**src/rtl/trace_pkg.sv**
```systemverilog
// Shared types for the retire-trace checker: verdict states, fail codes and
// the layout of one golden/observed trace entry.
package trace_pkg;

    localparam int PC_W   = 32;
    localparam int REG_W  = 5;
    localparam int VAL_W  = 32;
    localparam int CODE_W = 2;

    typedef enum logic [1:0] {
        ST_RUN  = 2'd0,
        ST_PASS = 2'd1,
        ST_FAIL = 2'd2
    } state_e;

    typedef logic [CODE_W-1:0] fail_code_t;

    localparam fail_code_t FC_NONE    = 2'd0;
    localparam fail_code_t FC_PC      = 2'd1;
    localparam fail_code_t FC_WB      = 2'd2;
    localparam fail_code_t FC_TIMEOUT = 2'd3;

    typedef struct packed {
        logic [PC_W-1:0]  pc;
        logic             ena;
        logic [REG_W-1:0] rd;
        logic [VAL_W-1:0] value;
    } trace_entry_t;

endpackage

```
**src/rtl/trace_compare.sv**
```systemverilog
// Combinational comparison of one retired instruction against its golden
// entry; yields a match flag and the fail code a mismatch would report.
module trace_compare
    import trace_pkg::*;
(
    input  trace_entry_t got,
    input  trace_entry_t exp,
    output logic         match,
    output fail_code_t   code
);

    logic pc_ok;
    logic ena_ok;
    logic rd_ok;
    logic val_ok;

    always_comb begin
        pc_ok  = (got.pc == exp.pc);
        ena_ok = (got.ena == exp.ena);
        rd_ok  = !exp.ena || (got.rd == exp.rd);
        // Writes to x0 are discarded by the CPU, so their data is don't-care.
        val_ok = !exp.ena || (exp.rd == '0) || (got.value == exp.value);
        match  = pc_ok && ena_ok && rd_ok && val_ok;
        code   = FC_NONE;
        if (!match) begin
            code = pc_ok ? FC_WB : FC_PC;
        end
    end

endmodule

```
**config.mk**
```make
export PLATFORM = sky130hd
export DESIGN_NAME = trace_compare
export DESIGN_NICKNAME = d
export VERILOG_FILES = /design/src/rtl/trace_pkg.sv /design/src/rtl/trace_compare.sv
export SDC_FILE = /design/constraint.sdc
export NUM_CORES = 1
export LEC_CHECK = 0
export CAP_MARGIN = 20
export CORE_UTILIZATION = 23
export DETAILED_ROUTE_END_ITERATION = 16
export GPL_TIMING_DRIVEN = 0
export PLACE_DENSITY = 0.9
export SETUP_SLACK_MARGIN = 0.3
export SYNTH_ARGS = -nofsm -noshare
export SYNTH_HDL_FRONTEND = slang
export SYNTH_SLANG_ARGS = --single-unit
```
**constraint.sdc**
```tcl
create_clock -name vclk -period 2.8
set_input_delay 0.56 -clock vclk [all_inputs]
set_output_delay 0.56 -clock vclk [all_outputs]
set_load 0.02 [all_outputs]
```
**Run 1: placement view**

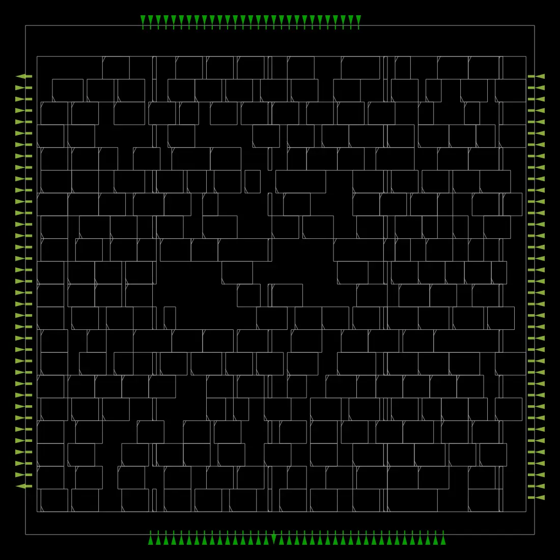
final cell count without fillers: 285
number of flip-flops and latches: 0
Core Rows: 20

**Run 1: placed cells, one colour a class**

Fill, decap, tap and diode cells in grey.
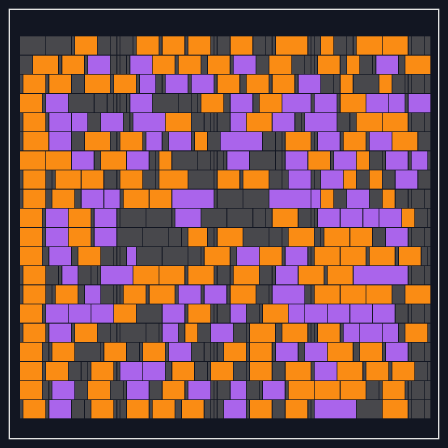
colour	class	cells	share of their area
orange	remaining buffers and delay cells	143	59%
purple	remaining logic cells	98	41%

==> results.py, run 1 <==
# Synthesis and PnR figures
metrics = {
    "floorplan": {
        "fp.dieArea_um2": 3700,
        "top_level_ports": 143,
        "die-width_um": 60.8,
        "fp.coreArea_um2": 3180,
        "initial_utilization": 0.250,
        "fp.dieH_um": 60.8,
    },
    "layout": {
        "ff_latch_area_um2": 0,
        "clkbuf_count": 0,
        "num_antenna_cells": 0,
        "finish.instance_area_um2": 2200,
        "nets": 383,
        "area_growth_syn_to_layout_pct": 176,
    },
    "synth": {
        "mappedNetlistNets": 238,
        "syn_inst": 98,
        "yosys.stat.seqShare": 0,
        "avgSynthCellArea_um2": 8.12,
        "synth_chip_area_um2": 796,
    },
    "power": {
        "power_density_of_the_placed_cells_nw_per_um2": 120,
        "overall_power_mw": 0.264,
        "cellLeakagePower_nw": 0.911,
    },
    "placement": {
        "i_o_buffers": 143,
        "placedCellCount": 285,
        "placed_area_um2": 2280,
        "gp_routability_congestion": 0.734,
    },
    "worst_hold_path": {
        "hold_class": "in2out",
        "min_delay_path_depth": 7,
    },
    "timing": {
        "max_slew_violation_count": 0,
        "final_critical_path_share_of_the_clock_period": 0.897,
        "hold_viol_final": 0,
        "min_period_ns": 2.51,
        "worst_slew_pin_slew_ns": 0.277,
        "worst_slack_ns": 0.290,
        "fin_setup_tns_ns": 0,
    },
    "detailed_routing": {
        "firstDrtPassIters": 2,
        "drt_iter0_markers": 7,
        "drtAntennaViolNets": 0,
    },
    "setup_path": {
        "crit_path_start_kind": "input port",
        "critical_path_class": "in2out",
        "cpLargestDelayFamily": "simple AND/OR/NAND/NOR gates",
        "endpoint_kind": "primary output",
        "cells_traversed_along_the_worst_timing_path": "clkdlybuf4s15_1 -> xnor2_1 -> nand4_1 -> nor4_4 -> a21oi_2 -> o21ba_4 -> buf_6",
        "worstPathRequired_ns": 2.24,
    },
    "global_route": {
        "number_of_antenna_violations_at_the_first_check_in_global_routing": 0,
        "globalRouteOverflowTotal": 0,
    },
    "clocking": {
        "ctsHoldBuffers": 0,
    },
    "status": {
        "status": "finished, final reports clean",
    },
}
**Run 1: metal 3**

Scale bar: 20 um.
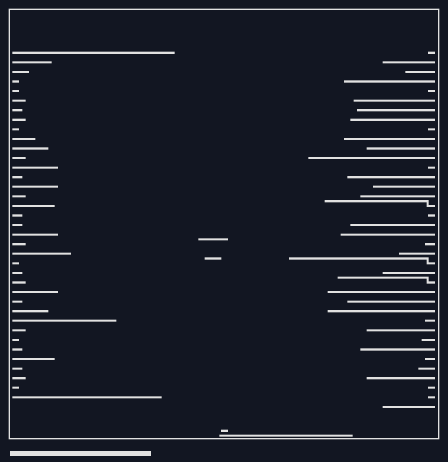
main direction	horizontal
share of all routed wire	13%
nets with wire on the layer	77
wire length on this layer	481 um
met3 track utilization from global routing: 0.0533
final wirelength: 3730 um
total via count after detailed routing: 1252

[run 1: layout make-up]
type | count | area share
timing repair buffer | 143 | 0.579
multi-input combinational | 98 | 0.396
tap | 44 | 0.0251
[run 1: what timing repair did]
action / 4_1_cts / 5_1_grt
setup buffers: 0 / 0
resized: 158 / 76
pin swaps: 88 / 50
setup endpoints to repair: 3 / 3
[run 1: layer usage]
layer / track usage / vias to the layer above / share of wire
met5: 0 / - / 0
met4: 0.0227 / 0 / 0.014
met3: 0.0533 / 4 / 0.13
met2: 0.421 / 79 / 0.58
met1: 0.147 / 538 / 0.28
li1: - / 631 / -
[run 1: power by group]
group	switching, mW	leakage [nW]	internal, mW
combinational	0.0869	0.911	0.177
clock	0	0	0
sequential	0	0	0
[run 1: cells in the mapped netlist, drive strengths merged]
master | instances | share of area
nand2 | 1 | 0.0047
a21oi | 1 | 0.0063
nor4 | 5 | 0.047
o21ba | 1 | 0.013
o21ai | 1 | 0.0063
nor3 | 1 | 0.013
xnor2 | 65 | 0.72
nand4 | 16 | 0.13
nor2 | 1 | 0.0047
xor2 | 4 | 0.044
a41oi | 1 | 0.011
or4 | 1 | 0.0094
[run 1: kinds of logic (layout without fill, tap and decap cells)]
family	count (synthesis)	after routing	share of synthesized area
xor gates and xnor gates	69	69	0.759
AOI/OAI and AO/OA	4	4	0.0362
and+or+nand+nor	25	25	0.204
buffers and inverters	0	143	0
[run 1: placed cells by master, fill, tap and decap left out, types with 2 or more instances in the layout]
master / instances
clkdlybuf4s50_1: 3
nor4_2: 4
clkdlybuf4s15_1: 47
clkbuf_2: 13
xnor2_1: 63
xor2_1: 4
dlygate4sd2_1: 77
xnor2_2: 2
nand4_1: 16
[run 1: worst paths after layout]
path                     from      end  slack [ns]
worst max-delay path   exp[1]  code[1]        0.29
worst min-delay path  exp[42]    match        1.72
==> run 2: changes to the inputs <==
==> constraint.sdc (replaced) <==
create_clock -name vclk -period 2.8
set_input_delay 0.7 -clock vclk [all_inputs]
set_output_delay 0.7 -clock vclk [all_outputs]
set_load 0.02 [all_outputs]
==> run 2 against run 1 <==
  * Cell count unchanged
  * Fmax down 4.0%
  * Highest routed layer unchanged
  * Sequential cell count unchanged
  * Routed wire length up 7.5%
  * Synthesized cell count unchanged
  * Utilization down 1.9 points
  * Clock-buffer cell count unchanged
  * Non-clock buffer count unchanged
  * Cell area down 2.7%
==> results.py, run 2 <==
# Synthesis and PnR figures
metrics = {
    "status": {
        "status": "finished, final reports clean",
    },
    "layout": {
        "clkbuf_count": 0,
        "ff_latch_area_um2": 0,
        "seq_cell_count": 0,
        "num_antenna_cells": 0,
        "final_common_cell": "buf_2",
    },
    "timing": {
        "fin_setup_tns_ns": 0,
        "max_slew_violation_count": 0,
        "final_critical_path_share_of_the_clock_period": 0.934,
        "min_period_ns": 2.62,
        "hold_viol_final": 0,
        "worst_slew_pin_slew_ns": 0.275,
    },
    "setup_path": {
        "cells_traversed_along_the_worst_timing_path": "buf_2 -> xnor2_1 -> nand4_1 -> nor4_2 -> a21oi_2 -> o21ba_4 -> buf_6",
        "worstPathRequired_ns": 2.10,
        "crit_path_start_kind": "input port",
        "cpLargestDelayFamily": "simple AND/OR/NAND/NOR gates",
        "critical_path_class": "in2out",
    },
    "worst_hold_path": {
        "hold_class": "in2out",
    },
    "synth": {
        "mappedNetlistNets": 238,
        "synth.largest_area_cell": "xnor2_1",
        "yosys.stat.seqShare": 0,
        "syn_inst": 98,
        "common_cells": "65 x xnor2_1, 16 x nand4_1, 4 x nor4_1, 4 x xor2_1",
        "avgSynthCellArea_um2": 8.12,
    },
    "clocking": {
        "ctsHoldBuffers": 0,
    },
    "power": {
        "power_density_of_the_placed_cells_nw_per_um2": 140,
        "cellLeakagePower_nw": 0.974,
    },
    "placement": {
        "placedCellCount": 285,
        "gp_routability_congestion": 0.734,
    },
    "detailed_routing": {
        "routed_wirelength_um": 4010,
        "firstDrtPassIters": 2,
        "drtAntennaViolNets": 0,
        "drt_iter0_markers": 9,
    },
    "floorplan": {
        "fp.dieArea_um2": 3700,
        "initial_utilization": 0.250,
        "placementRows": 20,
        "fp.dieH_um": 60.8,
        "die-width_um": 60.8,
    },
    "global_route": {
        "number_of_antenna_violations_at_the_first_check_in_global_routing": 0,
        "globalRouteOverflowTotal": 0,
    },
}
## run 2: cell counts after synthesis
No cell type changed its count.
## run 2: kinds of logic (layout without fill, tap and decap cells)
family          after synthesis  after routing  share of synthesized area
simple gates                 25             25                      0.204
buf+inv                       0            143                          0
compound gates                4              4                     0.0362
xor+xnor                     69             69                      0.759
## run 2: what timing repair did
action | CTS | global route
gates resized | 442 | 73
setup buffers | 0 | 0
endpoints found under the setup margin | 3 | 3
pin swaps | 95 | 34
## run 2: metal layers
metal | routed length [um] | track usage | vias up
met5 | 0 | 0 | -
met4 | 104 | 0.0519 | 0
met3 | 501 | 0.0554 | 10
met2 | 2320 | 0.430 | 85
met1 | 1080 | 0.155 | 552
li1 | - | - | 631
## run 2: through the flow
step / hold WS (ns) / cell area, um2 / setup slack (ns) / power, mW
global placement: 2.72 / 2280 / -0.720 / 0.314
global route: 1.98 / 2140 / 0.0853 / 0.319
CTS: 1.95 / 2010 / 0.199 / 0.268
floorplan: 1.70 / 796 / 0.306 / 0.0959
finish: 1.94 / 2140 / 0.185 / 0.298
detailed placement: 2.72 / 2280 / -0.701 / 0.321
## run 2: final timing paths
kind / startpoint / to / cells after the start
worst max-delay path: got[26] / code[1] / 7
worst min-delay path: exp[36] / match / 5
## run 2: final cells by class
type / instances / share of cell area
multi-input cells: 98 / 0.493
well taps: 44 / 0.0258
repair buffers: 143 / 0.481
## run 2: power breakdown
group | internal [mW] | leakage (nW) | switching [mW] | total, mW
sequential | 0 | 0 | 0 | 0
combinational | 0.197 | 0.974 | 0.101 | 0.298
clock | 0 | 0 | 0 | 0
**Run 2: wires at chosen ports, followed through buffers**

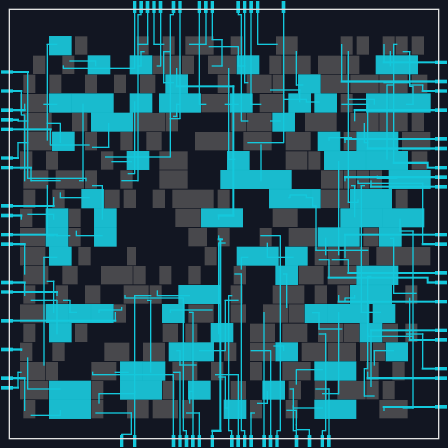
colour	port	bits	direction	edge	end cells	buffers	wire
cyan	got	70	input	19 south, 19 east, 17 west, 15 north	71	70	1460 um
boundary pin count: 143
I/O Buffers: 143

**Run 2: M2 wires**

Cells faint in the background.
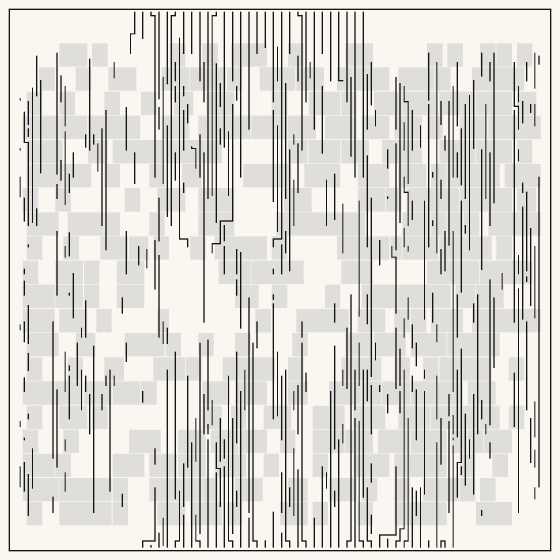
longest straight run	34.9 um
wire length on this layer	2320 um
main direction	vertical
nets with wire on the layer	332
share of all routed wire	58%

**Run 2: placed cells, one colour a class**

Fill, decap, tap and diode cells in grey.
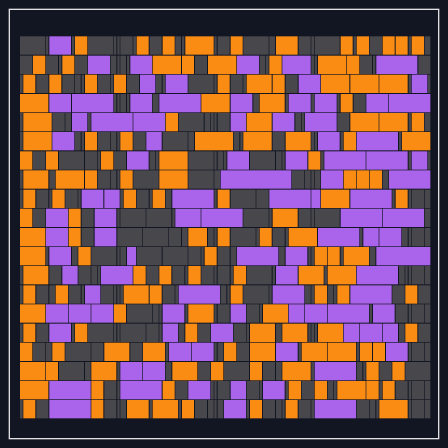
colour	class	cells	share of their area
orange	remaining buffers and delay cells	143	49%
purple	remaining logic cells	98	51%

==> run 3: changes to the inputs <==
--- a/config.mk
+++ b/config.mk
@@ -6,10 +6,11 @@
 export NUM_CORES = 1
 export LEC_CHECK = 0
 export CAP_MARGIN = 20
+export CORE_ASPECT_RATIO = 1.75
 export CORE_UTILIZATION = 23
 export DETAILED_ROUTE_END_ITERATION = 16
 export GPL_TIMING_DRIVEN = 0
-export PLACE_DENSITY = 0.9
+export PLACE_DENSITY = 0.92
 export SETUP_SLACK_MARGIN = 0.3
 export SYNTH_ARGS = -nofsm -noshare
 export SYNTH_HDL_FRONTEND = slang
==> run 3 against run 2 <==
  * Utilization shrank 5.1 points
  * Via count is 1.3% higher
  * Die area grew 0.25%
  * Critical endpoint unchanged
==> results.py, run 3 <==
# Synthesis and PnR figures
metrics = {
    "global_route": {
        "globalRoute.busiestLayer": "met2",
        "global_route.usage.met1": 0.137,
        "number_of_antenna_violations_at_the_first_check_in_global_routing": 0,
        "grt_util_met3": 0.0339,
        "globalRouteOverflowTotal": 0,
        "grt_max_degree": 4,
        "global_route.usage.met2": 0.424,
    },
    "synth": {
        "avgSynthCellArea_um2": 8.12,
        "common_cells": "65 x xnor2_1, 16 x nand4_1, 4 x nor4_1, 4 x xor2_1",
        "syn_inst": 98,
        "synth_top_cell_by_count": "xnor2_1",
        "yosys.stat.seqShare": 0,
        "synth.largest_area_cell": "xnor2_1",
        "synthTopCellsByArea": "xnor2_1 72%, nand4_1 13%, xor2_1 4.4%",
        "mappedNetlistNets": 238,
        "synth_largest_type_area_fraction": 0.715,
        "synth_chip_area_um2": 796,
    },
    "placement": {
        "i_o_buffers": 143,
        "gp_routability_congestion": 0.714,
    },
    "layout": {
        "most-common-layout-cells": "88 x buf_2, 44 x xnor2_1, 21 x xnor2_2",
        "clkbuf_count": 0,
        "num_antenna_cells": 0,
        "seq_cell_count": 0,
        "ff_latch_area_um2": 0,
        "final_common_cell": "buf_2",
        "nets": 384,
    },
    "floorplan": {
        "fp.dieArea_um2": 3710,
        "die-width_um": 46.5,
        "top_level_ports": 143,
        "fp.dieH_um": 79.8,
        "initial_utilization": 0.248,
    },
    "setup_path": {
        "crit_path_start_kind": "input port",
        "endpoint_kind": "primary output",
        "critical_path_class": "in2out",
        "worstPathRequired_ns": 2.10,
    },
    "timing": {
        "min_period_ns": 2.64,
        "worst_slew_pin_slew_ns": 0.306,
        "hold_viol_final": 0,
        "final_critical_path_share_of_the_clock_period": 0.943,
    },
    "power": {
        "overall_power_mw": 0.281,
        "power_density_of_the_placed_cells_nw_per_um2": 141,
        "cellLeakagePower_nw": 0.922,
    },
    "detailed_routing": {
        "drtAntennaViolNets": 0,
        "routedWlPerCell_um": 13.8,
        "drt_iter0_markers": 2,
        "total_via_count_after_detailed_routing": 1294,
        "post_drt_via_cell_ratio": 4.54,
        "routed_wirelength_um": 3920,
    },
    "clocking": {
        "ctsHoldBuffers": 0,
    },
    "status": {
        "status": "finished, final reports clean",
    },
}
-- run 3: cell counts after synthesis --
No cell type changed its count.
-- run 3: critical path: stages --
cell and delay (ns):
buf_2 0.11, xnor2_1 0.17, nand4_1 0.13, nor4_2 0.37
a21oi_2 0.12, o21ba_4 0.22, buf_6 0.12
-- run 3: timing repair --
| action | CTS | global route |
|---|---|---|
| endpoints found under the setup margin | 3 | 3 |
| buffers inserted | 1 | 0 |
| gates resized | 474 | 42 |
| pin swaps | 94 | 33 |
-- run 3: path summary, 6_finish.rpt --
check | from | to | slack, ns | cells after the start
worst max-delay path | got[20] | code[1] | 0.16 | 7
worst min-delay path | exp[36] | match | 1.93 | 5
-- run 3: power by group --
group / internal, mW / switching, mW / total (mW)
registers: 0 / 0 / 0
logic: 0.181 / 0.100 / 0.281
clock network: 0 / 0 / 0
total: 0.181 / 0.100 / 0.281
-- run 3: cell type report --
type / instances / area (um2)
fillers: 297 / 1220
well taps: 43 / 53.8
repair buffers: 144 / 933
multi-input cells: 98 / 1000
-- run 3: logic make-up after synthesis --
family / share of synthesized area
compound gates: 0.0362
xor+xnor: 0.759
simple gates: 0.204
-- run 3: metal layers --
layer	vias up	wire length, um
met5	-	0
li1	634	-
met3	2	495
met1	565	1020
met4	0	19
met2	93	2390
-- run 3: stage by stage --
| step | setup TNS (ns) | instance area [um2] | hold slack, ns | cells | setup WS (ns) |
|---|---|---|---|---|---|
| global placement | -1.79 | 2280 | 2.68 | 284 | -0.706 |
| finish | 0 | 1990 | 1.93 | 285 | 0.160 |
| floorplan | 0 | 796 | 1.70 | 98 | 0.306 |
| global route | 0 | 1990 | 1.96 | 285 | 0.112 |
| CTS | 0 | 1950 | 1.93 | 285 | 0.207 |
| detailed placement | -1.79 | 2280 | 2.70 | 284 | -0.704 |
**Run 3: M2 wires**

Cells faint in the background.
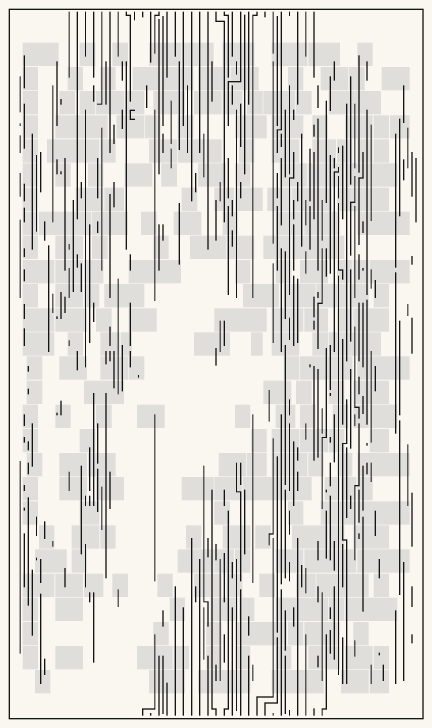
wire length on this layer	2390 um
longest straight run	44.9 um
nets with wire on the layer	337
main direction	vertical
share of all routed wire	61%

**Run 3: placed cells, one colour a class**

Fill, decap, tap and diode cells in grey.
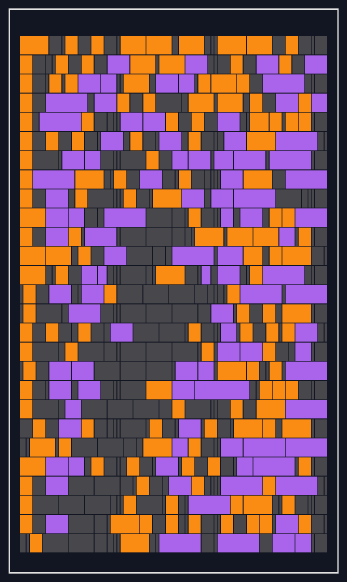
colour	class	cells	share of their area
orange	remaining buffers and delay cells	144	48%
purple	remaining logic cells	98	52%
design area: 1990 um2
Seq area share: 0

**Run 3: placement view**

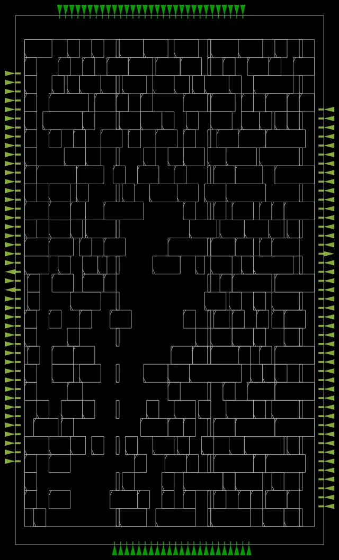
Core Rows: 27
area of the core region: 3210 um2

Power figures rest on the tool's default switching activity, not on a simulated workload.
